layer_met1.png
Bar = 20 um. Supply wires on this layer in gray.
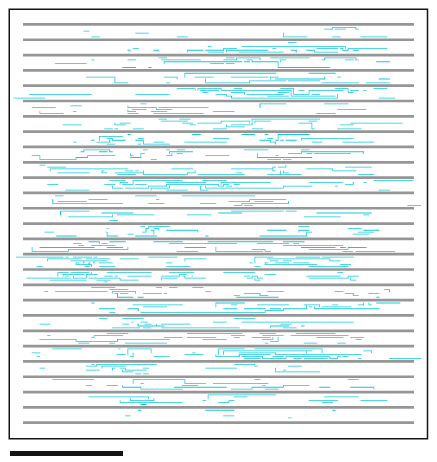
layer_met2.png
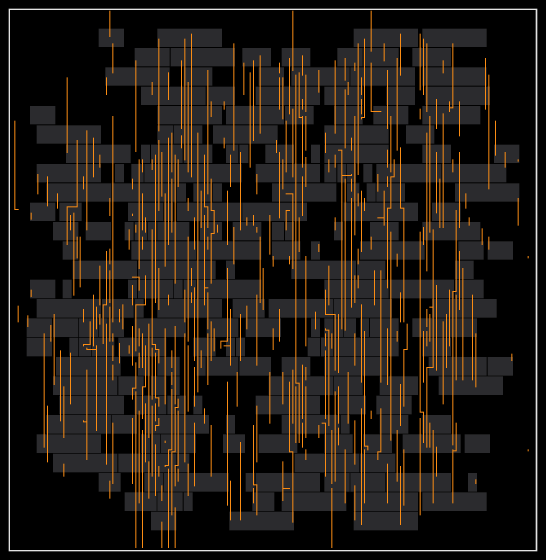
layer_met3.png
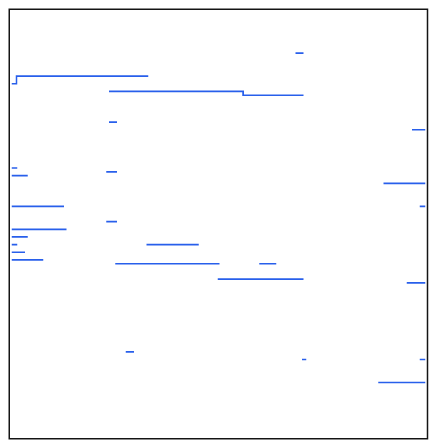
layer_met4.png
Supply wires on this layer in gray.
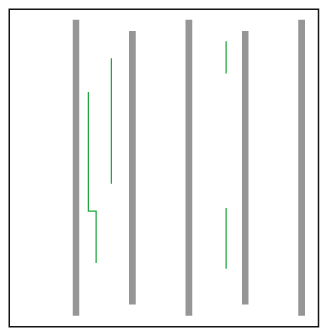
congestion.png
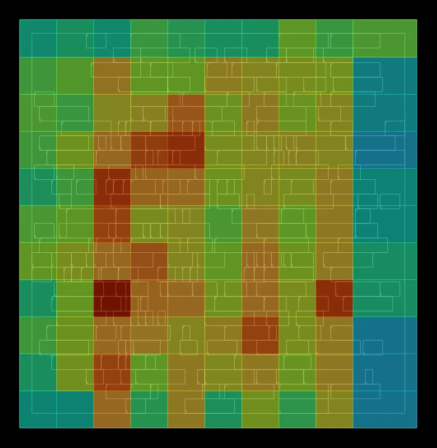
[config.mk]
export PLATFORM = sky130hd
export DESIGN_NAME = spi_slave_rx
export DESIGN_NICKNAME = d
export VERILOG_FILES = /design/src/rtl/spi_slave_rx.sv
export SDC_FILE = /design/constraint.sdc
export NUM_CORES = 1
export LEC_CHECK = 0
export CORE_AREA = 2 2 72 74
export CTS_CLUSTER_SIZE = 20
export DETAILED_ROUTE_END_ITERATION = 8
export DIE_AREA = 0 0 74 76
export PLACE_DENSITY = 0.76
export RECOVER_POWER = 100
export SLEW_MARGIN = 10
export SYNTH_ARGS = -nofsm -noshare
export SYNTH_HDL_FRONTEND = slang
export SYNTH_SLANG_ARGS = --single-unit
[constraint.sdc]
create_clock -name Clk -period 4.05 [get_ports Clk]
set_clock_uncertainty 0.05 [all_clocks]
set_input_delay 0.81 -clock Clk [delete_from_list [all_inputs] [get_ports Clk]]
set_output_delay 0.81 -clock Clk [all_outputs]
set_load 0.02 [all_outputs]
[src/rtl/spi_slave_rx.sv]
// SPI slave receiver: synchronised SPI inputs, configurable mode/width/bit order,
// first-word-fall-through word FIFO with sticky overflow and partial-word flags.
module spi_slave_rx #(
  parameter int unsigned DATA_WIDTH  = 8,
  parameter int unsigned FIFO_DEPTH  = 4,
  parameter bit          CPOL        = 1'b0,
  parameter bit          CPHA        = 1'b0,
  parameter bit          MSB_FIRST   = 1'b1,
  parameter int unsigned SYNC_STAGES = 2
) (
  input  logic                            Clk,
  input  logic                            RstN,
  input  logic                            Sclk,
  input  logic                            Mosi,
  input  logic                            CSel,
  output logic [DATA_WIDTH-1:0]           DataOut,
  output logic                            DataValid,
  input  logic                            DataReady,
  output logic [$clog2(FIFO_DEPTH+1)-1:0] Level,
  output logic                            Busy,
  output logic                            FrameStart,
  output logic                            FrameEnd,
  output logic                            Overflow,
  output logic                            FrameError,
  input  logic                            StatusClr
);
  localparam int unsigned LW = $clog2(FIFO_DEPTH + 1);
  localparam int unsigned AW = $clog2(FIFO_DEPTH);
  localparam int unsigned CW = $clog2(DATA_WIDTH);
  localparam logic SAMPLE_LVL = (CPOL == CPHA);

  typedef enum logic {IDLE, SHIFT} state_t;
  state_t state_q, state_d;

  logic [SYNC_STAGES-1:0] sclk_sync, mosi_sync, csel_sync;
  logic                   sclk_prev, csel_prev;
  logic                   sclk_s, mosi_s, csel_s;
  logic                   sample_edge, csel_fall, csel_rise;

  // CSel chain resets asserted so a frame already running at reset release is skipped
  always_ff @(posedge Clk or negedge RstN) begin
    if (!RstN) begin
      sclk_sync <= {SYNC_STAGES{CPOL}};
      mosi_sync <= '0;
      csel_sync <= '0;
      sclk_prev <= CPOL;
      csel_prev <= 1'b0;
    end else begin
      sclk_sync <= {sclk_sync[SYNC_STAGES-2:0], Sclk};
      mosi_sync <= {mosi_sync[SYNC_STAGES-2:0], Mosi};
      csel_sync <= {csel_sync[SYNC_STAGES-2:0], CSel};
      sclk_prev <= sclk_s;
      csel_prev <= csel_s;
    end
  end

  assign sclk_s      = sclk_sync[SYNC_STAGES-1];
  assign mosi_s      = mosi_sync[SYNC_STAGES-1];
  assign csel_s      = csel_sync[SYNC_STAGES-1];
  assign sample_edge = (sclk_s != sclk_prev) && (sclk_s == SAMPLE_LVL);
  assign csel_fall   = csel_prev & ~csel_s;
  assign csel_rise   = ~csel_prev & csel_s;

  logic [DATA_WIDTH-1:0] shreg_q, shreg_d, shifted;
  logic [CW-1:0]         cnt_q, cnt_d;
  logic                  push, fs_d, fe_d, ferr_set;

  always_comb begin
    shifted = '0;
    if (MSB_FIRST) shifted = {shreg_q[DATA_WIDTH-2:0], mosi_s};
    else           shifted = {mosi_s, shreg_q[DATA_WIDTH-1:1]};
  end

  always_comb begin
    state_d  = state_q;
    shreg_d  = shreg_q;
    cnt_d    = cnt_q;
    push     = 1'b0;
    fs_d     = 1'b0;
    fe_d     = 1'b0;
    ferr_set = 1'b0;
    case (state_q)
      IDLE: begin
        if (csel_fall) begin
          state_d = SHIFT;
          shreg_d = '0;
          cnt_d   = '0;
          fs_d    = 1'b1;
        end
      end
      SHIFT: begin
        // deselect takes priority over a coincident sample edge
        if (csel_rise) begin
          state_d  = IDLE;
          fe_d     = 1'b1;
          ferr_set = (cnt_q != '0);
        end else if (sample_edge) begin
          shreg_d = shifted;
          if (cnt_q == CW'(DATA_WIDTH - 1)) begin
            push  = 1'b1;
            cnt_d = '0;
          end else begin
            cnt_d = cnt_q + CW'(1);
          end
        end
      end
      default: state_d = IDLE;
    endcase
  end

  logic [DATA_WIDTH-1:0] mem [FIFO_DEPTH];
  logic [AW-1:0]         wr_ptr, rd_ptr;
  logic [LW-1:0]         count;
  logic                  full, pop, do_push, ovf_set;

  assign full      = (count == LW'(FIFO_DEPTH));
  assign DataValid = (count != '0);
  assign pop       = DataValid && DataReady;
  assign do_push   = push && (!full || pop);
  assign ovf_set   = push && full && !pop;
  assign DataOut   = mem[rd_ptr];
  assign Level     = count;
  assign Busy      = (state_q == SHIFT);

  always_ff @(posedge Clk or negedge RstN) begin
    if (!RstN) begin
      state_q    <= IDLE;
      shreg_q    <= '0;
      cnt_q      <= '0;
      FrameStart <= 1'b0;
      FrameEnd   <= 1'b0;
      Overflow   <= 1'b0;
      FrameError <= 1'b0;
    end else begin
      state_q    <= state_d;
      shreg_q    <= shreg_d;
      cnt_q      <= cnt_d;
      FrameStart <= fs_d;
      FrameEnd   <= fe_d;
      Overflow   <= ovf_set | (Overflow & ~StatusClr);
      FrameError <= ferr_set | (FrameError & ~StatusClr);
    end
  end

  always_ff @(posedge Clk or negedge RstN) begin
    if (!RstN) begin
      for (int unsigned i = 0; i < FIFO_DEPTH; i++) mem[i] <= '0;
      wr_ptr <= '0;
      rd_ptr <= '0;
      count  <= '0;
    end else begin
      if (do_push) begin
        mem[wr_ptr] <= shifted;
        wr_ptr      <= wr_ptr + AW'(1);
      end
      if (pop) rd_ptr <= rd_ptr + AW'(1);
      case ({do_push, pop})
        2'b10:   count <= count + LW'(1);
        2'b01:   count <= count - LW'(1);
        default: count <= count;
      endcase
    end
  end
endmodule
==> GITHUB_STEP_SUMMARY <==
### Yosys + OpenROAD results

| Metric | Value |
|---|---|
| Status | `finished with violations` |
| Failing checks | `max-capacitance violations, max-slew violations` |
| Place WS | `0.6869 ns` |
| Reg clk slew, reported paths | `0.06 ns` |
| Hpwl dp | `3421 um` |
| Leak | `1.549 nW` |
| Met1 WL | `2122 um` |
| CP Max Fanout | `10` |
| Fill count | `367` |
| Max-slew violation count | `39` |
| Routability Congestion | `0.6827` |
| Worst hold stages | `0` |
| Count of plain and timing-repair buffers | `25` |
| Top cells excl fill/tap | `62 x dfrtp_1, 28 x mux2_1, 25 x nand2_1` |
| Top Consumer | `sequential cells` |
| CP Class | `reg2out` |
| Most common reg cell | `dfrtp_1` |
| Postcts setup bufs | `0` |
| Max-cap violations | `1` |
| Final min period | `3.205 ns` |
| H-tree depth | `3` |
| Clock network share of area | `0.05880` |
| Setup crit start | `rd_ptr[0]$_DFFE_PN0P_` |
| Final #Nets | `235` |
| CTS Buf Count | `9` |
| Layout area overhead | `10.26%` |
| CP peak stage delay | `0.75 ns` |
| Boundary Pins | `24` |
| Sw power | `0.0004289 W` |
| First drt pass iteration count | `4` |
-- layer_met1.png (at the start) --
The wires run mostly horizontal. The longest straight run is 22.1 um. 208 nets have wire on it. The layer holds 43% of the routed length. The layer carries 2120 um of wire.
detailed-route via count: 1560
total wire length: 4920 um
met1 GRT Util: 0.2625

-- layer_met2.png (at the start) --
The longest straight run is 43.3 um. The layer carries 2540 um of wire. The wires run mostly vertical. The layer holds 52% of the routed length. 211 nets have wire on it.
met2 usage: 0.3277

-- layer_met3.png (at the start) --
17 nets have wire on it. The wires run mostly horizontal.
met3 GRT Util: 0.04101

-- layer_met4.png (at the start) --
The wires run mostly vertical. 2 nets have wire on it. The layer holds 1.9% of the routed length.

-- congestion.png (at the start) --
GRT Util Overall: 0.2090
post-layout util: 0.6325
Most Crowded Layer GR: met2

Power and IR drop assume default switching activity.
